`config.mk`:
```
export PLATFORM = sky130hd
export DESIGN_NAME = saturn_phase_ctrl
export DESIGN_NICKNAME = d
export VERILOG_FILES = /design/src/rtl/saturn_phase_pkg.sv /design/src/rtl/saturn_phase_decode.sv /design/src/rtl/saturn_phase_ctrl.sv
export SDC_FILE = /design/constraint.sdc
export NUM_CORES = 1
export LEC_CHECK = 0
export CELL_PAD_IN_SITES_DETAIL_PLACEMENT = 0
export CELL_PAD_IN_SITES_GLOBAL_PLACEMENT = 1
export CORE_MARGIN = 10
export CORE_UTILIZATION = 35
export CTS_CLUSTER_SIZE = 20
export DETAILED_ROUTE_END_ITERATION = 7
export GPL_TIMING_DRIVEN = 1
export HOLD_SLACK_MARGIN = 0.1
export PLACE_DENSITY = 0.75
export SYNTH_ARGS = -nofsm -noshare
export SYNTH_HDL_FRONTEND = slang
export SYNTH_SLANG_ARGS = --single-unit
export TNS_END_PERCENT = 5
```
`constraint.sdc`:
```
create_clock -name clk -period 3.4 [get_ports clk]
set_clock_uncertainty 0.2 [all_clocks]
set_input_delay 0.34 -clock clk [delete_from_list [all_inputs] [get_ports clk]]
set_output_delay 0.34 -clock clk [all_outputs]
set_load 0.05 [all_outputs]
```
`src/rtl/saturn_phase_pkg.sv`:
```
// saturn_phase_pkg: phase indices, FSM states and halt-cause bits for the Saturn phase sequencer
package saturn_phase_pkg;
  localparam logic [1:0] PH_BUS_SEND = 2'd0;
  localparam logic [1:0] PH_BUS_RECV = 2'd1;
  localparam logic [1:0] PH_INST_DEC = 2'd2;
  localparam logic [1:0] PH_INST_EXE = 2'd3;
  localparam logic [1:0] PH_DEBUGGER = PH_BUS_SEND;
  localparam logic [1:0] PH_ALU_DUMP = PH_BUS_SEND;
  localparam logic [1:0] PH_ALU_PREP = PH_BUS_RECV;
  localparam logic [1:0] PH_ALU_CALC = PH_INST_DEC;
  localparam logic [1:0] PH_ALU_INIT = PH_INST_EXE;
  localparam logic [1:0] PH_ALU_SAVE = PH_INST_EXE;
  typedef enum logic [1:0] {
    S_IDLE = 2'd0,
    S_RUN  = 2'd1,
    S_STEP = 2'd2,
    S_HALT = 2'd3
  } state_t;
  localparam int HC_CYCLES  = 0;
  localparam int HC_DEC_ERR = 1;
  function automatic logic [3:0] onehot(input logic [1:0] p);
    return 4'b0001 << p;
  endfunction
endpackage

```
`src/rtl/saturn_phase_decode.sv`:
```
// saturn_phase_decode: phase index to one-hot enables and named per-unit enable fan-out
module saturn_phase_decode
  import saturn_phase_pkg::*;
(
  input  logic       en,
  input  logic [1:0] ph,
  output logic [3:0] ck_ph,
  output logic       ck_bus_send,
  output logic       ck_debugger,
  output logic       ck_alu_dump,
  output logic       ck_bus_recv,
  output logic       ck_alu_prep,
  output logic       ck_inst_dec,
  output logic       ck_alu_calc,
  output logic       ck_bus_ecmd,
  output logic       ck_inst_exe,
  output logic       ck_alu_init,
  output logic       ck_alu_save
);
  assign ck_ph       = en ? onehot(ph) : 4'b0000;
  assign ck_bus_send = ck_ph[PH_BUS_SEND];
  assign ck_debugger = ck_ph[PH_DEBUGGER];
  assign ck_alu_dump = ck_ph[PH_ALU_DUMP];
  assign ck_bus_recv = ck_ph[PH_BUS_RECV];
  assign ck_alu_prep = ck_ph[PH_ALU_PREP];
  assign ck_inst_dec = ck_ph[PH_INST_DEC];
  assign ck_alu_calc = ck_ph[PH_ALU_CALC];
  assign ck_bus_ecmd = ck_ph[PH_INST_EXE];
  assign ck_inst_exe = ck_ph[PH_INST_EXE];
  assign ck_alu_init = ck_ph[PH_ALU_INIT];
  assign ck_alu_save = ck_ph[PH_ALU_SAVE];
endmodule

```
`src/rtl/saturn_phase_ctrl.sv`:
```
// saturn_phase_ctrl: Saturn 4-phase bus-cycle sequencer with run/pause/halt control; single-step enabled by SATURN_SINGLE_STEP_EN
module saturn_phase_ctrl
  import saturn_phase_pkg::*;
#(
  parameter int          CYCLE_W       = 32,
  parameter int unsigned DEF_MAX_CYCLE = 405
) (
  input  logic               clk,
  input  logic               reset,
  input  logic               i_run,
  input  logic               i_step,
  input  logic               i_max_we,
  input  logic [CYCLE_W-1:0] i_max_cycle,
  input  logic               i_max_en,
  input  logic               i_bus_stall,
  input  logic               i_alu_stall_dec,
  input  logic               i_dec_error,
  output logic [3:0]         o_ck_ph,
  output logic               o_ck_bus_send,
  output logic               o_ck_debugger,
  output logic               o_ck_alu_dump,
  output logic               o_ck_bus_recv,
  output logic               o_ck_alu_prep,
  output logic               o_ck_inst_dec,
  output logic               o_ck_alu_calc,
  output logic               o_ck_bus_ecmd,
  output logic               o_ck_inst_exe,
  output logic               o_ck_alu_init,
  output logic               o_ck_alu_save,
  output logic               o_dec_stalled,
  output logic               o_alu_stalled,
  output logic               o_read_to_dec,
  output logic [CYCLE_W-1:0] o_cycle_ctr,
  output logic [1:0]         o_state,
  output logic               o_halt,
  output logic [1:0]         o_halt_cause
);
  state_t             state, state_n;
  logic [1:0]         ph, ph_n, cause, cause_n;
  logic               en, en_n, adv, hit_max, step_req;
  logic [CYCLE_W-1:0] ctr, ctr_n, budget;
`ifdef SATURN_SINGLE_STEP_EN
  assign step_req = i_step;
`else
  logic unused_step;
  assign unused_step = i_step;
  assign step_req    = 1'b0;
`endif
  assign hit_max = i_max_en && (ctr == budget + CYCLE_W'(1));
  // next state: leave IDLE only at the cycle boundary, halt on budget/decode error, pause at phase 3
  always_comb begin
    state_n = state;
    cause_n = cause;
    adv     = 1'b0;
    if (state == S_IDLE) begin
      state_n = i_run ? S_RUN : step_req ? S_STEP : S_IDLE;
      adv     = i_run | step_req;
    end else if (state == S_RUN || state == S_STEP) begin
      if (hit_max || i_dec_error) begin
        state_n             = S_HALT;
        cause_n[HC_CYCLES]  = cause[HC_CYCLES] | hit_max;
        cause_n[HC_DEC_ERR] = cause[HC_DEC_ERR] | i_dec_error;
      end else if (ph == PH_INST_EXE && (state == S_STEP || !i_run)) begin
        state_n = S_IDLE;
      end else begin
        adv = 1'b1;
      end
    end
    en_n  = adv;
    ph_n  = adv ? ph + 2'd1 : ph;
    ctr_n = (adv && ph == PH_INST_EXE) ? ctr + CYCLE_W'(1) : ctr;
  end
  // sequencer state, phase, enable and counter registers
  always_ff @(posedge clk) begin
    if (!reset) begin
      state <= S_IDLE;
      ph    <= PH_INST_EXE;
      en    <= 1'b0;
      ctr   <= '1;
      cause <= 2'b00;
    end else begin
      state <= state_n;
      ph    <= ph_n;
      en    <= en_n;
      ctr   <= ctr_n;
      cause <= cause_n;
    end
  end
  // cycle budget register, writable in any state
  always_ff @(posedge clk) begin
    if (!reset) budget <= CYCLE_W'(DEF_MAX_CYCLE);
    else if (i_max_we) budget <= i_max_cycle;
  end
  saturn_phase_decode u_decode (
    .en          (en),
    .ph          (ph),
    .ck_ph       (o_ck_ph),
    .ck_bus_send (o_ck_bus_send),
    .ck_debugger (o_ck_debugger),
    .ck_alu_dump (o_ck_alu_dump),
    .ck_bus_recv (o_ck_bus_recv),
    .ck_alu_prep (o_ck_alu_prep),
    .ck_inst_dec (o_ck_inst_dec),
    .ck_alu_calc (o_ck_alu_calc),
    .ck_bus_ecmd (o_ck_bus_ecmd),
    .ck_inst_exe (o_ck_inst_exe),
    .ck_alu_init (o_ck_alu_init),
    .ck_alu_save (o_ck_alu_save)
  );
  assign o_dec_stalled = i_alu_stall_dec | i_bus_stall;
  assign o_alu_stalled = i_bus_stall;
  assign o_read_to_dec = o_ck_bus_recv & ~o_dec_stalled;
  assign o_cycle_ctr   = ctr;
  assign o_state       = state;
  assign o_halt        = state == S_HALT;
  assign o_halt_cause  = cause;
endmodule

```
Fig. 1: placed standard cells
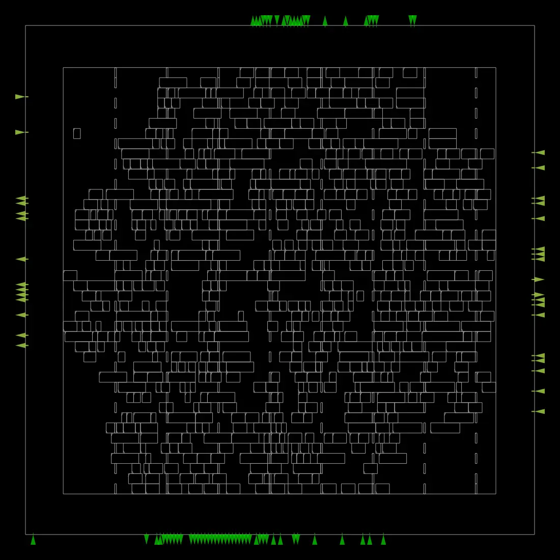
FFs & Latches: 71
Final Util: 49.3%

Fig. 2: nets reached from selected ports
Bar = 50 um.
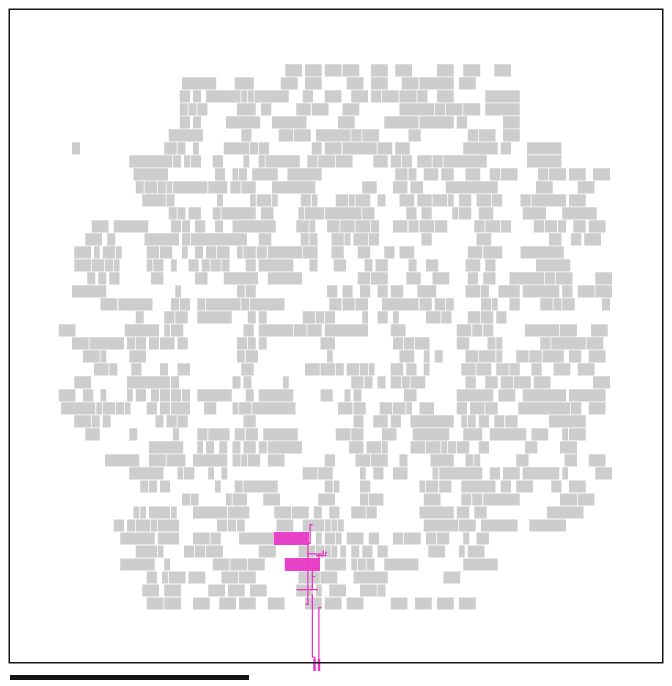
magenta -> o_state  # bits 2, direction output, end cells 2, wire 62.4 um

Fig. 3: supply network
Bar = 50 um. Pins as bars on the die edge. Tap cells in grey.
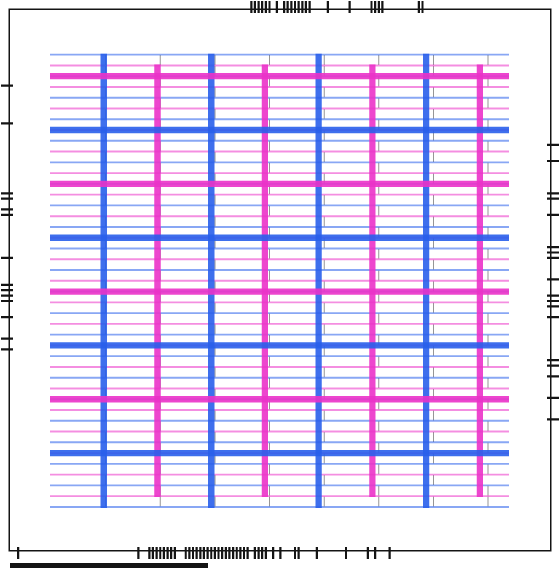
blue -> VSS
magenta -> VDD
met5 straps = 8
signal pins = 96
tap cells = 176
met4 straps = 8

Fig. 4: routed metal per tile
27 x 27 tiles, from dark blue (low) to red (high), scaled to the fullest tile. Values are wire area over tile area, all layers added.
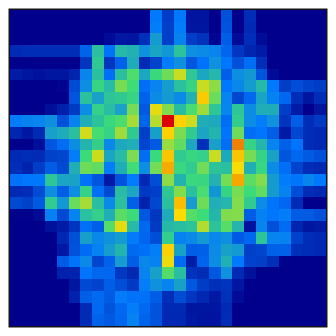
nearly empty tiles = 24%
densest ninth of the die = centre
fullest tile = 0.63
mean over tiles = 0.14

==> impl_metrics.json <==
{
  "fin_tns_setup_ps": 0,
  "ios": 96,
  "overflow": 0,
  "ff_type": "dfxtp_1",
  "cts_made_buffers": 9,
  "synth.avg_cell_area_um2": 8.20,
  "row_count": 42,
  "ys_seq_share_pct": 30.0,
  "antenna_cells": 0,
  "topCellsByArea": "dfxtp_1 (30%), mux2i_1 (6.8%), nor2b_1 (4.4%), nand3_1 (4.0%), xnor2_1 (3.7%)",
  "final.min_clock_period_ps": 3330,
  "num_vias": 4821,
  "drtIter0Drc": 387,
  "yosysWarnings": 0,
  "grt_pass1_wl_mm": 25.1,
  "die-width_um": 136,
  "fillerInstances": 1268,
  "edf_count": 0,
  "worst_setup_path_start_kind": "flip-flop",
  "final_hold_viol_count": 0,
  "synth_stat.cells": 578,
  "cpMostUsedCell": "nor4_4",
  "grt_max_degree": 55,
  "warning_count": 33,
  "nets": 743,
  "cts_tree": "done",
  "cts_buffer_depth": 2,
  "dieArea_mm2": 0.0186,
  "worstSetupPathType": "reg2reg",
  "leakagePower_nw": 2.59,
  "antenna_left": 0,
  "dr.pass1.iters": 5,
  "finalWorstSetupSlack_ps": 71.2,
  "clk_pin_slew_ps": 60,
  "netlist_area_mm2": 0.00474,
  "worstMarginPinSlew_ps": 996,
  "drv_slew": 0,
  "cpMaxStageDelayCell": "or4_4",
  "drive_above_1_share_pct": 14.9,
  "clock_latency_ps": 350,
  "grt_pass1_vias": 4708,
  "min_period_over_period_pct": 97.9,
  "grtUsageTotal_pct": 17.1,
  "holdPathStages": 2,
  "synth.distinct_cells": 61,
  "htree_levels": 3,
  "rsz0062_at_grt": "true",
  "synthAoiAreaFrac_pct": 12.6,
  "syn_inst": 578,
  "post-route-drc-count": 0,
  "post_drt_wl_per_cell_um": 18.5,
  "portBuffers": 94,
  "coreArea_mm2": 0.0132,
  "synthTopCellsByCount": "dfxtp_1 (71), nand2_1 (44), nand3_1 (38)",
  "ys_chip_area_mm2": 0.00474,
  "ys_ff": 71,
  "rr_worst_depth": 10,
  "logic_family": "simple AND/OR/NAND/NOR gates",
  "ys_async_sr_fraction_pct": 0,
  "xor_area_share_pct": 7.20,
  "dp_hpwl_mm": 11.9,
  "outcome": "complete, no violations",
  "yosysTopAreaCell": "dfxtp_1",
  "fmax_mhz": 300,
  "synthMuxAreaShare_pct": 8.02,
  "antenna_found_initial": 0,
  "dp_slack_ps": -6.46,
  "max_stage_delay_ps": 530,
  "ys_sh_adder_pct": 2.37,
  "synth_top_area_share_pct": 30.0,
  "cap_violations": 0,
  "syn2layout_area_growth_pct": 37.5,
  "setup_viol": 0,
  "cts-root-buf": "clkbuf_16",
  "wl_mm": 16.2,
  "viasPerCell": 5.52,
  "die_h_um": 136,
  "logic_area_mm2": 0.00303,
  "crit_fanout": 16,
  "initial_core_util_pct": 35.8,
  "peakVddDrop_uv": 349,
  "flop_area_mm2": 0.00143,
  "path_cells": "nand4_4, nor4_4, a31oi_1, or4b_1, or4_4, nor4_4, buf_4, bufbuf_16, or3_1, nand3_1",
  "hp-class": "reg2reg",
  "cts.sinks": 71,
  "gp_congestion": 0.875,
  "ys_sh_simple_pct": 32.7,
  "cp-end-kind": "flip-flop",
  "synth.most_common_cell": "dfxtp_1",
  "required_ps": 3380,
  "power_density_mw_per_mm2": 566,
  "timing.hold.ws_ps": 304,
  "syn_nets": 628,
  "slew_headroom_pct": 33.6,
  "crit_arrival_ps": 3310
}
## cell type report
cell class	count	share of cell area (%)
Tap cell	176	3.38
Inverter	20	1.15
Multi-Input combinational cell	440	46.5
Clock inverter	3	0.998
Sequential cell	71	22.0
Timing Repair Buffer	151	21.9
Clock buffer	12	4.09
## cells in the final DEF (no fill, tap or decap), types with 19 or more instances in the layout
| cell type | n |
|---|---|
| nand4_1 | 26 |
| xnor2_1 | 20 |
| inv_1 | 19 |
| mux2i_1 | 32 |
| buf_4 | 50 |
| nand3_1 | 37 |
| xor2_1 | 19 |
| nor2b_1 | 33 |
| nor3_1 | 20 |
| clkdlybuf4s50_1 | 92 |
| nand2_1 | 44 |
| dfxtp_1 | 62 |
## power by group
group	switching (W)	internal [W]	leakage, nW	total [W]
registers	0.000192	0.000943	0.585	0.00114
logic	0.000910	0.000577	1.84	0.00149
clock network	0.000375	0.000697	0.165	0.00107
total	0.00148	0.00222	2.59	0.00369
## through the flow
stage	area [um^2]	power, W	utilization, %	cells
2_1_floorplan	4760	0.00211	-	578
3_3_place_gp	6020	0.00258	45.5	849
3_5_place_dp	6020	0.00261	45.5	849
4_1_cts	6400	0.00369	48.3	866
5_1_grt	6520	0.00389	49.3	873
6_report	6520	0.00369	49.3	873
## cells by family after synthesis
family / after synthesis
xor gates and xnor gates: 39
DFF: 71
and+or+nand+nor: 267
AOI/OAI and AO/OA: 88
buffers and inverters: 67
muxes: 37
adders and majority gates: 9
## per-layer routing
layer	routed length (um)	share of wire, %	vias to the layer above	GRT usage [%]
met5	0	0	-	0
met4	263	1.6	0	5.80
met3	916	5.7	20	4.35
met2	7810	48	139	28.3
met1	7170	44	2328	21.1
li1	-	-	2334	-
## state kept, by name (all words and copies together) (netlist names)
register / cells
budget: 32
en: 1
o_cycle_ctr: 32
o_halt_cause: 2
o_state: 2
ph: 2
## what timing repair did
action                     CTS  global route
buffers inserted             1             5
pin swaps                    2             6
gates resized                2            18
hold buffers                 0             0
gates cloned                 1             2
setup endpoints to repair    6            31
## worst max-delay path, delay by kind of cell (launching register included)
kind / cells / cell delay (ps)
flops: 1 / 350
buf+inv: 2 / 480
compound gates: 1 / 130
simple gates: 7 / 2000
## worst paths after layout
| check | end | from | slack, ps |
|---|---|---|---|
| setup / recovery | o_cycle_ctr[14] | budget[11] | 70 |
| hold / removal | o_halt_cause[0] | o_halt_cause[0] | 300 |
| setup reg to reg | o_cycle_ctr[14] | budget[11] | 70 |
| hold reg to reg | o_halt_cause[0] | o_halt_cause[0] | 300 |
Power figures rest on the tool's default switching activity, not on a simulated workload.
